<file path="config.mk">
export PLATFORM = sky130hd
export DESIGN_NAME = program_memory_fetch
export DESIGN_NICKNAME = d
export VERILOG_FILES = /design/src/rtl/imem_pkg.sv /design/src/rtl/imem_rsp_fifo.sv /design/src/rtl/program_memory_fetch.sv
export SDC_FILE = /design/constraint.sdc
export NUM_CORES = 1
export LEC_CHECK = 0
export CORE_MARGIN = 3
export CORE_UTILIZATION = 47
export DETAILED_ROUTE_END_ITERATION = 10
export GPL_ROUTABILITY_DRIVEN = 0
export PLACE_DENSITY = 0.8
export SYNTH_ARGS = -nofsm -noshare
export SYNTH_HDL_FRONTEND = slang
export SYNTH_SLANG_ARGS = --single-unit
</file>
<file path="constraint.sdc">
create_clock -name clk -period 2.2 [get_ports clk]
set_input_delay 0.33 -clock clk [delete_from_list [all_inputs] [get_ports clk]]
set_output_delay 0.33 -clock clk [all_outputs]
set_load 0.005 [all_outputs]
</file>
<file path="src/rtl/imem_pkg.sv">
// Shared constants for the instruction fetch path: fault encodings and
// default text-segment placement.
package imem_pkg;

  typedef enum logic [1:0] {
    FAULT_NONE     = 2'b00,
    FAULT_MISALIGN = 2'b01,
    FAULT_RANGE    = 2'b10
  } fault_e;

  localparam logic [31:0] DEF_BASE_ADDR  = 32'h0040_0000;
  localparam logic [31:0] DEF_FAULT_WORD = 32'h0000_0000;

endpackage

</file>
<file path="src/rtl/imem_rsp_fifo.sv">
// Two-entry response buffer. e0 is always the head; on an empty pop the head
// keeps its last value so the rsp_* outputs stay stable.
module imem_rsp_fifo #(
  parameter int WIDTH = 66
) (
  input  logic             clk,
  input  logic             reset,
  input  logic             flush,
  input  logic             push,
  input  logic             pop,
  input  logic [WIDTH-1:0] din,
  output logic [WIDTH-1:0] dout,
  output logic [1:0]       count
);

  logic [WIDTH-1:0] e0, e1;
  logic             do_push, do_pop;

  assign do_pop  = pop & (count != 2'd0);
  assign do_push = push & ((count != 2'd2) | do_pop);

  always_ff @(posedge clk or negedge reset) begin
    if (!reset) begin
      count <= 2'd0;
      e0    <= '0;
      e1    <= '0;
    end else if (flush) begin
      count <= 2'd0;
    end else begin
      case ({do_push, do_pop})
        2'b10: begin
          if (count == 2'd0) e0 <= din;
          else               e1 <= din;
          count <= count + 2'd1;
        end
        2'b01: begin
          if (count == 2'd2) e0 <= e1;
          count <= count - 2'd1;
        end
        2'b11: begin
          // count is 1 or 2 here; count stays put
          if (count == 2'd1) e0 <= din;
          else begin
            e0 <= e1;
            e1 <= din;
          end
        end
        default: ;
      endcase
    end
  end

  assign dout = e0;

endmodule

</file>
<file path="src/rtl/program_memory_fetch.sv">
// Instruction ROM behind a valid/ready fetch port: decodes text-segment byte
// addresses, flags misaligned/out-of-range fetches, buffers two responses.
module program_memory_fetch
  import imem_pkg::*;
#(
  parameter int                         MEMORY_DEPTH = 64,
  parameter int                         DATA_WIDTH   = 32,
  parameter int                         ADDR_WIDTH   = 32,
  parameter logic [ADDR_WIDTH-1:0]      BASE_ADDR    = ADDR_WIDTH'(DEF_BASE_ADDR),
  parameter logic [DATA_WIDTH-1:0]      FAULT_WORD   = DATA_WIDTH'(DEF_FAULT_WORD),
  // ROM image, element k is the word at BASE_ADDR + 4*k
  parameter logic [MEMORY_DEPTH-1:0][DATA_WIDTH-1:0] INIT_IMAGE = '0
) (
  input  logic                  clk,
  input  logic                  reset,
  input  logic                  flush,
  input  logic                  req_valid,
  output logic                  req_ready,
  input  logic [ADDR_WIDTH-1:0] req_addr,
  output logic                  rsp_valid,
  input  logic                  rsp_ready,
  output logic [DATA_WIDTH-1:0] rsp_instr,
  output logic [ADDR_WIDTH-1:0] rsp_addr,
  output logic [1:0]            rsp_fault,
  output logic                  fault_sticky
);

  localparam int IDX_W = $clog2(MEMORY_DEPTH);
  localparam int FW    = ADDR_WIDTH + DATA_WIDTH + 2;
  localparam logic [ADDR_WIDTH-1:0] SPAN = ADDR_WIDTH'(4 * MEMORY_DEPTH);

  logic [ADDR_WIDTH-1:0] offset;
  logic [IDX_W-1:0]      idx;
  logic [DATA_WIDTH-1:0] instr;
  fault_e                fault;
  logic [FW-1:0]         din, dout;
  logic [1:0]            count;
  logic                  push, pop;

  assign offset = req_addr - BASE_ADDR;
  assign idx    = offset[IDX_W+1:2];

  always_comb begin
    fault = FAULT_NONE;
    instr = INIT_IMAGE[idx];
    if (req_addr[1:0] != 2'b00) begin
      fault = FAULT_MISALIGN;
      instr = FAULT_WORD;
    end else if ((req_addr < BASE_ADDR) || (offset >= SPAN)) begin
      fault = FAULT_RANGE;
      instr = FAULT_WORD;
    end
  end

  // ready depends only on buffer occupancy and flush, never on rsp_ready
  assign req_ready = (count != 2'd2) & ~flush;
  assign push      = req_valid & req_ready;
  assign pop       = rsp_valid & rsp_ready;
  assign din       = {req_addr, instr, fault};

  imem_rsp_fifo #(.WIDTH(FW)) u_fifo (
    .clk   (clk),
    .reset (reset),
    .flush (flush),
    .push  (push),
    .pop   (pop),
    .din   (din),
    .dout  (dout),
    .count (count)
  );

  assign rsp_valid = (count != 2'd0);
  assign rsp_addr  = dout[FW-1 -: ADDR_WIDTH];
  assign rsp_instr = dout[DATA_WIDTH+1 -: DATA_WIDTH];
  assign rsp_fault = dout[1:0];

  always_ff @(posedge clk or negedge reset) begin
    if (!reset)                                          fault_sticky <= 1'b0;
    else if (pop && !flush && (rsp_fault != FAULT_NONE)) fault_sticky <= 1'b1;
  end

endmodule

</file>
Figure 1. Supply network.
Scale bar: 20 um. Pins as bars on the die edge. Tap cells in gray.
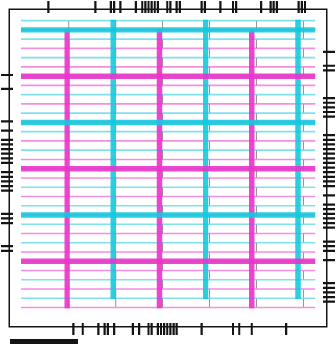
| net | color |
|---|---|
| VSS | magenta |
| VDD | cyan |
met1 rails: 32
met4 straps: 6
signal pins: 106
floorplan die width: 92.9 um
core outline area: 0.00729 mm^2
worst vdd ir: 0.548 mV

Figure 2. Placed cells, one color a class.
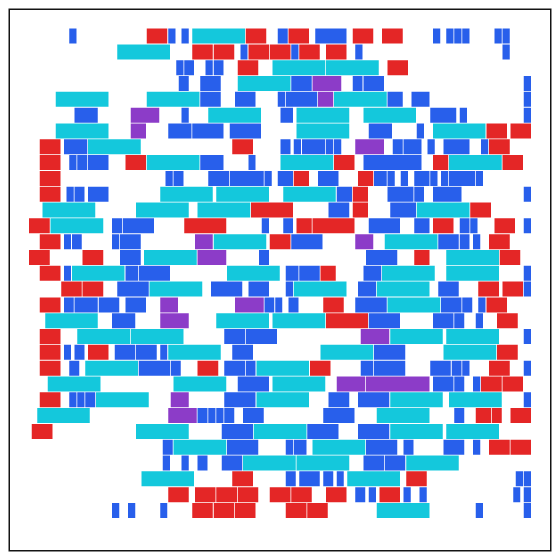
| class | color | cells | share of their area |
|---|---|---|---|
| remaining logic cells | blue | 208 | 35% |
| clock drivers and dummy loads | purple | 16 | 4.6% |
| remaining buffers and delay cells | red | 87 | 20% |
| registers | cyan | 71 | 40% |
row cnt: 31
Post-Route Utilization: 0.621
flip-flop and latch share of the layout cell area: 0.393

==> run summary <==
Latest figures from synthesis and place and route.

The final layout report lists a non-clock inverter count of 4. The signal arrival time at the worst endpoint is between 2 and 2.5 ns. The end-of-flow timing check tallies setup violations at 0. Including well taps, the total number of placed cells is 464. The minimum clock period is ~2.0 ns. Measured on the final layout, buffering overhead outside the clock network stands at 0.195.

The post-synthesis async set-or-reset flop share is 1.00. Post-synth the commonest register cell is dfrtp_1. The global route stage reports its total congestion overflow as 0. In the detailed route, the total length drawn on met2 is between 3000 and 4000 um.

The warning total across the stage logs is 28. The flow ran to the end, and the final reports show no timing, DRC or antenna violations. The Yosys warning count is 0.

For this configuration, the core starts out at a cell density of 0.487. After synthesis, the cell types taking the most area are dfrtp_1, mux2_4, mux2i_1, buf_4, a21oi_1. For reference, the clock transition at the flip-flops on the worst setup and hold paths is roughly 0.080 ns. The clock tree from TritonCTS is done. Per the TritonCTS log, the buffer count is 9. Across the whole layout, storage elements account for 0.00178 mm^2. The cell area after synthesis is roughly 0.0035 mm^2. The detailed router reports a met3 wire length of between 300 and 400 um. After the flow finishes, the layout carries non-filler instances totaling approximately 480.

Together, buffers and inverters on the worst path number 2. The final layout report lists a clock buffer count of 9. After synthesis, the netlist uses 34 different library cells. Total power normalized to cell area comes to about 1300 mW/mm^2.

Nets still carrying antenna violations after routing amount to 0. The global routing report lists met2 layer usage as 0.266. The type of element capturing the critical path is a flop. The first global-routing pass estimated 11700 um of wire.

By area, flip-flops and latches come first. In this run, the synthesized area fraction spent on AND-OR/OR-AND gates is recorded as 0.0677. The routed via count is ~2400. The cell area reported after detailed placement is about 0.0043 mm^2. Per STA, the worst path is made up of inv_1, ha_1, nand2b_4, a2111o_2, buf_12, mux2_4. The routed design has between 7000 and 8000 um of wire. After filler insertion, the fill cell instance count of the layout stands at 596.

The delay of the slowest cell on the worst path is about 0.52 ns. The well-tap cell count is around 99. The sink count of the clock tree is between 70 and 80. In this run, the synthesized area fraction spent on and/or/nand/nor cells is recorded as 0.0776. The final hold violation count recorded for this run is 0.

The number of antenna repair diodes is 0. The tree is rooted in a clkbuf_8. Multi-input logic gates represent a cell area share of 0.336. The max-capacitance violation count is 0. At the end of the flow, the number of nets in the layout was about 420.
[repair_timing]
action                    4_1_cts  5_1_grt
hold buffers                    1        0
setup buffers                   0        0
hold endpoints to repair        6        0
[metrics by stage]
| stage | utilization | setup WS, ns |
|---|---|---|
| CTS | 0.621 | 0.136 |
| global placement | 0.591 | 0.130 |
| detailed placement | 0.591 | 0.0703 |
| floorplan | - | 0.293 |
| finish | 0.621 | 0.160 |
| global route | 0.621 | 0.00438 |
[final timing paths]
path	start	endpoint	slack [ns]	cells after the start
worst max-delay path	u_fifo.count[0]$_DFFE_PN0P_	u_fifo.e1[41]$_DFFE_PN0P_	0.16	6
worst min-delay path	fault_sticky$_DFFE_PN0P_	fault_sticky$_DFFE_PN0P_	0.47	1
worst max register to register	u_fifo.count[0]$_DFFE_PN0P_	u_fifo.e1[41]$_DFFE_PN0P_	0.16	6
worst min register to register	fault_sticky$_DFFE_PN0P_	fault_sticky$_DFFE_PN0P_	0.47	1
max in group asynchronous	reset	u_fifo.e1[39]$_DFFE_PN0P_	1.05	3
min in group asynchronous	reset	u_fifo.e1[53]$_DFFE_PN0P_	0.52	2
[placed cells by master (no fill, tap or decap), types with 2 or more instances in the layout]
cell,instances
a211oi_1,2
a21oi_1,33
buf_12,4
buf_4,9
clkbuf_8,9
clkdlybuf4s50_1,72
clkinv_4,2
clkinvlp_4,2
conb_1,32
dfrtp_1,71
ha_1,3
inv_1,4
inv_6,2
mux2_2,7
mux2_4,26
mux2i_1,34
nand2_1,2
nor2_1,41
nor3_1,2
nor4_1,4
xnor2_1,2
[where the power goes]
part	internal (mW)	switching [mW]
clock network	0.535	0.536
logic	1.53	0.938
registers	1.95	0.364
total	4.02	1.84
Power figures rest on the tool's default switching activity, not on a simulated workload.
